<file path="src/rtl/xeng_pkg.sv">
// Shared definitions for the X-engine output post-processor.
// Holds the geometry helpers, the lane-slice index and the offset-binary flip mask.
package xeng_pkg;

  typedef enum logic {
    FRAME_IDLE   = 1'b0,
    FRAME_ACTIVE = 1'b1
  } frame_state_e;

  function automatic int unsigned p_lanes(input int unsigned p_factor_bits);
    return 32'd1 << p_factor_bits;
  endfunction

  function automatic int unsigned bus_width(input int unsigned n_pols,
                                            input int unsigned p_factor_bits,
                                            input int unsigned bitwidth);
    return n_pols * p_lanes(p_factor_bits) * 2 * bitwidth;
  endfunction

  function automatic int unsigned stagger_step(input int unsigned first_dsp_registers,
                                               input int unsigned dsp_registers);
    return 1 + dsp_registers - first_dsp_registers;
  endfunction

  function automatic int unsigned destagger_depth(input int unsigned p_factor_bits,
                                                  input int unsigned first_dsp_registers,
                                                  input int unsigned dsp_registers);
    return (p_lanes(p_factor_bits) - 1) * stagger_step(first_dsp_registers, dsp_registers);
  endfunction

  function automatic int unsigned latency(input int unsigned p_factor_bits,
                                          input int unsigned first_dsp_registers,
                                          input int unsigned dsp_registers);
    return destagger_depth(p_factor_bits, first_dsp_registers, dsp_registers) + 1;
  endfunction

  // LSB of the complex sample for lane k of polarisation p.
  function automatic int unsigned lane_lsb(input int unsigned pol,
                                           input int unsigned lane,
                                           input int unsigned p_factor_bits,
                                           input int unsigned bitwidth);
    return (pol * p_lanes(p_factor_bits) + lane) * 2 * bitwidth;
  endfunction

  // MSB of both real and imag components of one complex sample.
  function automatic logic [63:0] offb_mask(input int unsigned bitwidth);
    logic [63:0] m;
    m = '0;
    m[bitwidth - 1]     = 1'b1;
    m[2 * bitwidth - 1] = 1'b1;
    return m;
  endfunction

endpackage

</file>
<file path="src/rtl/xeng_lane_delay.sv">
// Fixed-depth delay line; DEPTH=0 is a plain wire.
// RESET_EN selects a clearable pipe, otherwise the pipe stays SRL-friendly.
module xeng_lane_delay #(
  parameter int unsigned DEPTH    = 1,
  parameter int unsigned WIDTH    = 1,
  parameter bit          RESET_EN = 1'b0
) (
  input  logic             clk,
  input  logic             rst,
  input  logic [WIDTH-1:0] din,
  output logic [WIDTH-1:0] dout
);

  if (DEPTH == 0) begin : g_pass
    logic ports_unused;
    assign ports_unused = clk ^ rst;
    assign dout         = din;
  end else begin : g_pipe
    logic [WIDTH-1:0] pipe_q [DEPTH];
    logic [WIDTH-1:0] pipe_d [DEPTH];
    logic             clr;

    assign clr = RESET_EN && rst;

    always_comb begin
      pipe_d[0] = din;
      for (int unsigned i = 1; i < DEPTH; i++) begin
        pipe_d[i] = pipe_q[i-1];
      end
    end

    always_ff @(posedge clk) begin
      if (clr) begin
        pipe_q <= '{default: '0};
      end else begin
        pipe_q <= pipe_d;
      end
    end

    assign dout = pipe_q[DEPTH-1];
  end

endmodule

</file>
<file path="src/rtl/xeng_postproc.sv">
// X-engine output post-processor: de-staggers lanes, converts offset-binary to
// two's complement and frames accumulation windows behind a delayed sync.
module xeng_postproc
  import xeng_pkg::*;
#(
  parameter int unsigned SERIAL_ACC_LEN_BITS = 7,
  parameter int unsigned P_FACTOR_BITS       = 2,
  parameter int unsigned BITWIDTH            = 4,
  parameter int unsigned N_POLS              = 2,
  parameter int unsigned FIRST_DSP_REGISTERS = 2,
  parameter int unsigned DSP_REGISTERS       = 2,
  localparam int unsigned W = bus_width(N_POLS, P_FACTOR_BITS, BITWIDTH)
) (
  input  logic         clk,
  input  logic         rst,
  input  logic         ce,
  input  logic         sync,
  input  logic [W-1:0] din,
  output logic [W-1:0] dout,
  output logic         sync_out,
  output logic         acc_valid,
  output logic         acc_last
);

  localparam int unsigned P  = p_lanes(P_FACTOR_BITS);
  localparam int unsigned S  = stagger_step(FIRST_DSP_REGISTERS, DSP_REGISTERS);
  localparam int unsigned D  = destagger_depth(P_FACTOR_BITS, FIRST_DSP_REGISTERS, DSP_REGISTERS);
  localparam int unsigned CW = 2 * BITWIDTH;
  localparam logic [CW-1:0] FLIP = CW'(offb_mask(BITWIDTH));
  localparam logic [SERIAL_ACC_LEN_BITS-1:0] CNT_LAST = '1;

  logic ce_unused;
  assign ce_unused = ce;

  logic [W-1:0] aligned;
  logic [W-1:0] converted;
  logic         sync_pre;

  for (genvar p = 0; p < N_POLS; p++) begin : g_pol
    for (genvar k = 0; k < P; k++) begin : g_lane
      localparam int unsigned LSB = lane_lsb(p, k, P_FACTOR_BITS, BITWIDTH);
      xeng_lane_delay #(
        .DEPTH    ((P - 1 - k) * S),
        .WIDTH    (CW),
        .RESET_EN (1'b0)
      ) u_lane_dly (
        .clk  (clk),
        .rst  (rst),
        .din  (din[LSB +: CW]),
        .dout (aligned[LSB +: CW])
      );
    end
  end

  // Sync runs one stage short of the data so framing registers with dout.
  xeng_lane_delay #(
    .DEPTH    (D),
    .WIDTH    (1),
    .RESET_EN (1'b1)
  ) u_sync_dly (
    .clk  (clk),
    .rst  (rst),
    .din  (sync),
    .dout (sync_pre)
  );

  assign converted = aligned ^ {(N_POLS * P){FLIP}};

  frame_state_e                   state_q,    state_d;
  logic [SERIAL_ACC_LEN_BITS-1:0] cnt_q,      cnt_d;
  logic [W-1:0]                   dout_q,     dout_d;
  logic                           sync_out_q, sync_out_d;
  logic                           acc_last_q, acc_last_d;

  always_comb begin
    state_d    = state_q;
    cnt_d      = cnt_q + 1'b1;
    sync_out_d = sync_pre;
    if (sync_pre) begin
      state_d = FRAME_ACTIVE;
      cnt_d   = '0;
    end
    acc_last_d = (state_d == FRAME_ACTIVE) && (cnt_d == CNT_LAST);
    dout_d     = (state_d == FRAME_ACTIVE) ? converted : '0;
  end

  always_ff @(posedge clk) begin
    if (rst) begin
      state_q    <= FRAME_IDLE;
      cnt_q      <= '0;
      dout_q     <= '0;
      sync_out_q <= 1'b0;
      acc_last_q <= 1'b0;
    end else begin
      state_q    <= state_d;
      cnt_q      <= cnt_d;
      dout_q     <= dout_d;
      sync_out_q <= sync_out_d;
      acc_last_q <= acc_last_d;
    end
  end

  assign dout      = dout_q;
  assign sync_out  = sync_out_q;
  assign acc_valid = (state_q == FRAME_ACTIVE);
  assign acc_last  = acc_last_q;

endmodule

</file>
<file path="config.mk">
export PLATFORM = sky130hd
export DESIGN_NAME = xeng_postproc
export DESIGN_NICKNAME = d
export VERILOG_FILES = /design/src/rtl/xeng_pkg.sv /design/src/rtl/xeng_lane_delay.sv /design/src/rtl/xeng_postproc.sv
export SDC_FILE = /design/constraint.sdc
export NUM_CORES = 1
export LEC_CHECK = 0
export CAP_MARGIN = 5
export CORE_UTILIZATION = 44
export CTS_CLUSTER_SIZE = 24
export DETAILED_ROUTE_END_ITERATION = 8
export GPL_TIMING_DRIVEN = 0
export PLACE_DENSITY = 0.85
export SKIP_LAST_GASP = 1
export SYNTH_ARGS = -nofsm -noshare
export SYNTH_HDL_FRONTEND = slang
export SYNTH_SLANG_ARGS = --single-unit
</file>
<file path="constraint.sdc">
create_clock -name clk -period 2.4 [get_ports clk]
set_clock_uncertainty 0.2 [all_clocks]
set_input_delay 0.6 -clock clk [delete_from_list [all_inputs] [get_ports clk]]
set_output_delay 0.6 -clock clk [all_outputs]
set_load 0.005 [all_outputs]
</file>
==> run notes <==
run metrics: run status=finished with violations, violated checks=DRC, logic area=around 590 µm², hold path cells=0, Most used DFF post-synth=dfxtp_1, first-pass GRT wire length=between 10000 and 15000 µm, vias in the first global route=2447, NumNets Final=between 500 and 600, reg2reg start=cnt_q[0], Adder Share, Synth=0.00305, Vias=2358, combinational fraction of the cell area=0.0958, FILL cells=between 600 and 700, Critical Path RT=between 1500 and 2000 ps, clk buf depth=2, Hold EP=g_pol[0].g_lane[0].u_lane_dly.g_pipe.pipe_d[0], I/O pin total=about 140, First-pass DRT Iterations=6, Total Wirelength=~7000 µm, final worst slack=roughly 240 ps, total clock sinks=~170, Synth Seq Share=0.844, VDD IR max=approximately 0.6 mV, Final min period=2160 ps, fmax=around 460 MHz, slowest cell delay on critical path=about 530 ps, slowest CP cell=clkdlybuf4s50_1, Signal inverters=1, Site Rows=34, wire length on met1=around 2700 µm, yosys warns=0, Diodes inserted=0, min-delay worst type=reg -> reg, total grt overflow=0, GR Layer Usage met3=0.0823, DRC Markers=10, antenna violations before repair=0, simple-gate share of the synthesized area=0.124, met1 GRT Util=0.155, Sequential cell area=between 3000 and 4000 µm², Distinct lib cells used=28, hold buffer count at cts=0
==> state kept, by name (all words and copies together), names as in the netlist <==
signal / flops
acc_last: 1
u_sync_dly.dout: 1
sync_out: 1
u_sync_dly.g_pipe.pipe_d: 2
acc_valid: 1
cnt_q: 7
dout: 64
g_pol.g_lane.u_lane_dly.g_pipe.pipe_d: 48
g_pol.g_lane.u_lane_dly.dout: 48
==> where the power goes <==
part           internal [mW]  switching [mW]  total, mW
logic                  0.150          0.0504      0.201
registers               2.99          0.0295       3.02
clock network           1.50            1.09       2.59
==> stage by stage <==
step                      cells  instance area, µm²  utilization  hold WS, ps
after floorplan             282                4100            -          110
after global placement      523                5570        0.626          110
after detailed placement    523                5570        0.626          112
after CTS                   555                6150        0.692          124
after global routing        555                6150        0.692          127
final                       555                6150        0.692          124
Figure 1. PDN straps and rails.
Scale bar: 20 µm. Pins as bars on the die edge.
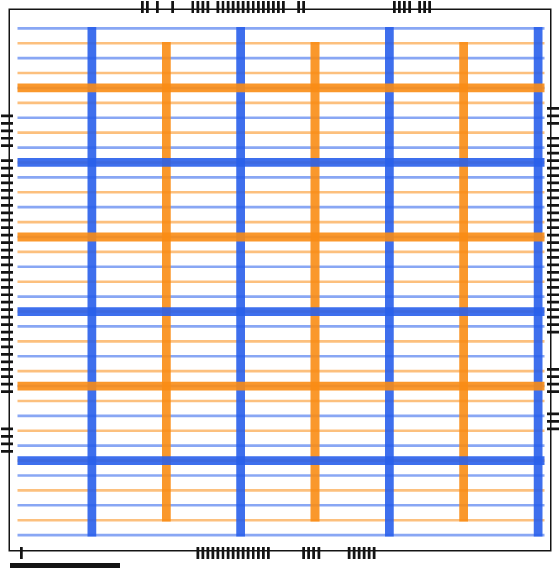
legend:
  VSS:
    color: blue
  VDD:
    color: orange
signal pins: 135
met4 straps: 7

Figure 2. Cells colored by class.
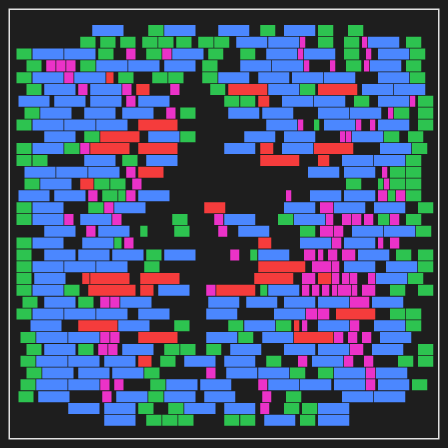
legend:
  remaining buffers and delay cells:
    color: green
    cells: 142
    share_of_their_area: 23%
  sequential cells:
    color: blue
    cells: 173
    share_of_their_area: 58%
  clock drivers and dummy loads:
    color: red
    cells: 32
    share_of_their_area: 9.7%
  combinational and other logic:
    color: magenta
    cells: 100
    share_of_their_area: 9.9%

Figure 3. Clock wires, drivers and flops.
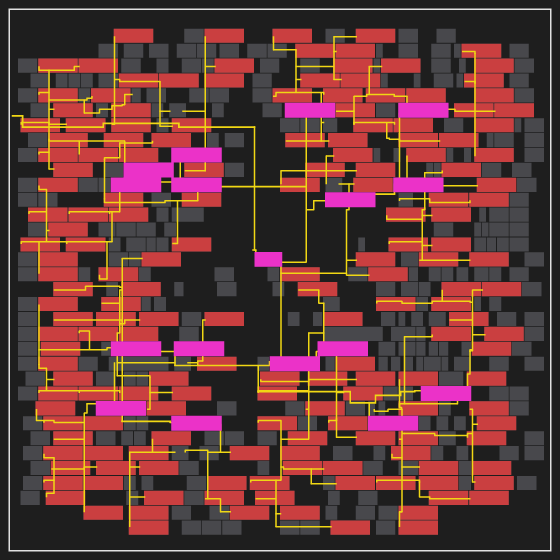
legend:
  clock wires:
    color: yellow
    length: 1530 µm
  clock drivers:
    color: magenta
    count: 17
  flip-flops:
    color: red
    count: 173
flops lie: all over the die
routed clock nets: 18

Figure 4. Metal layers overlaid.
Scale bar: 20 µm.
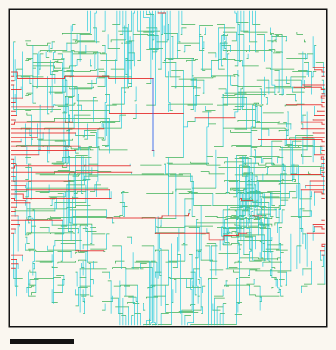
legend:
  metal 3:
    color: red
    wire_length: 681 µm
  metal 4:
    color: blue
    wire_length: 22.4 µm
  metal 2:
    color: cyan
    wire_length: 3660 µm
  metal 1:
    color: green
    wire_length: 2680 µm

Power is estimated from default activity; no workload was simulated.
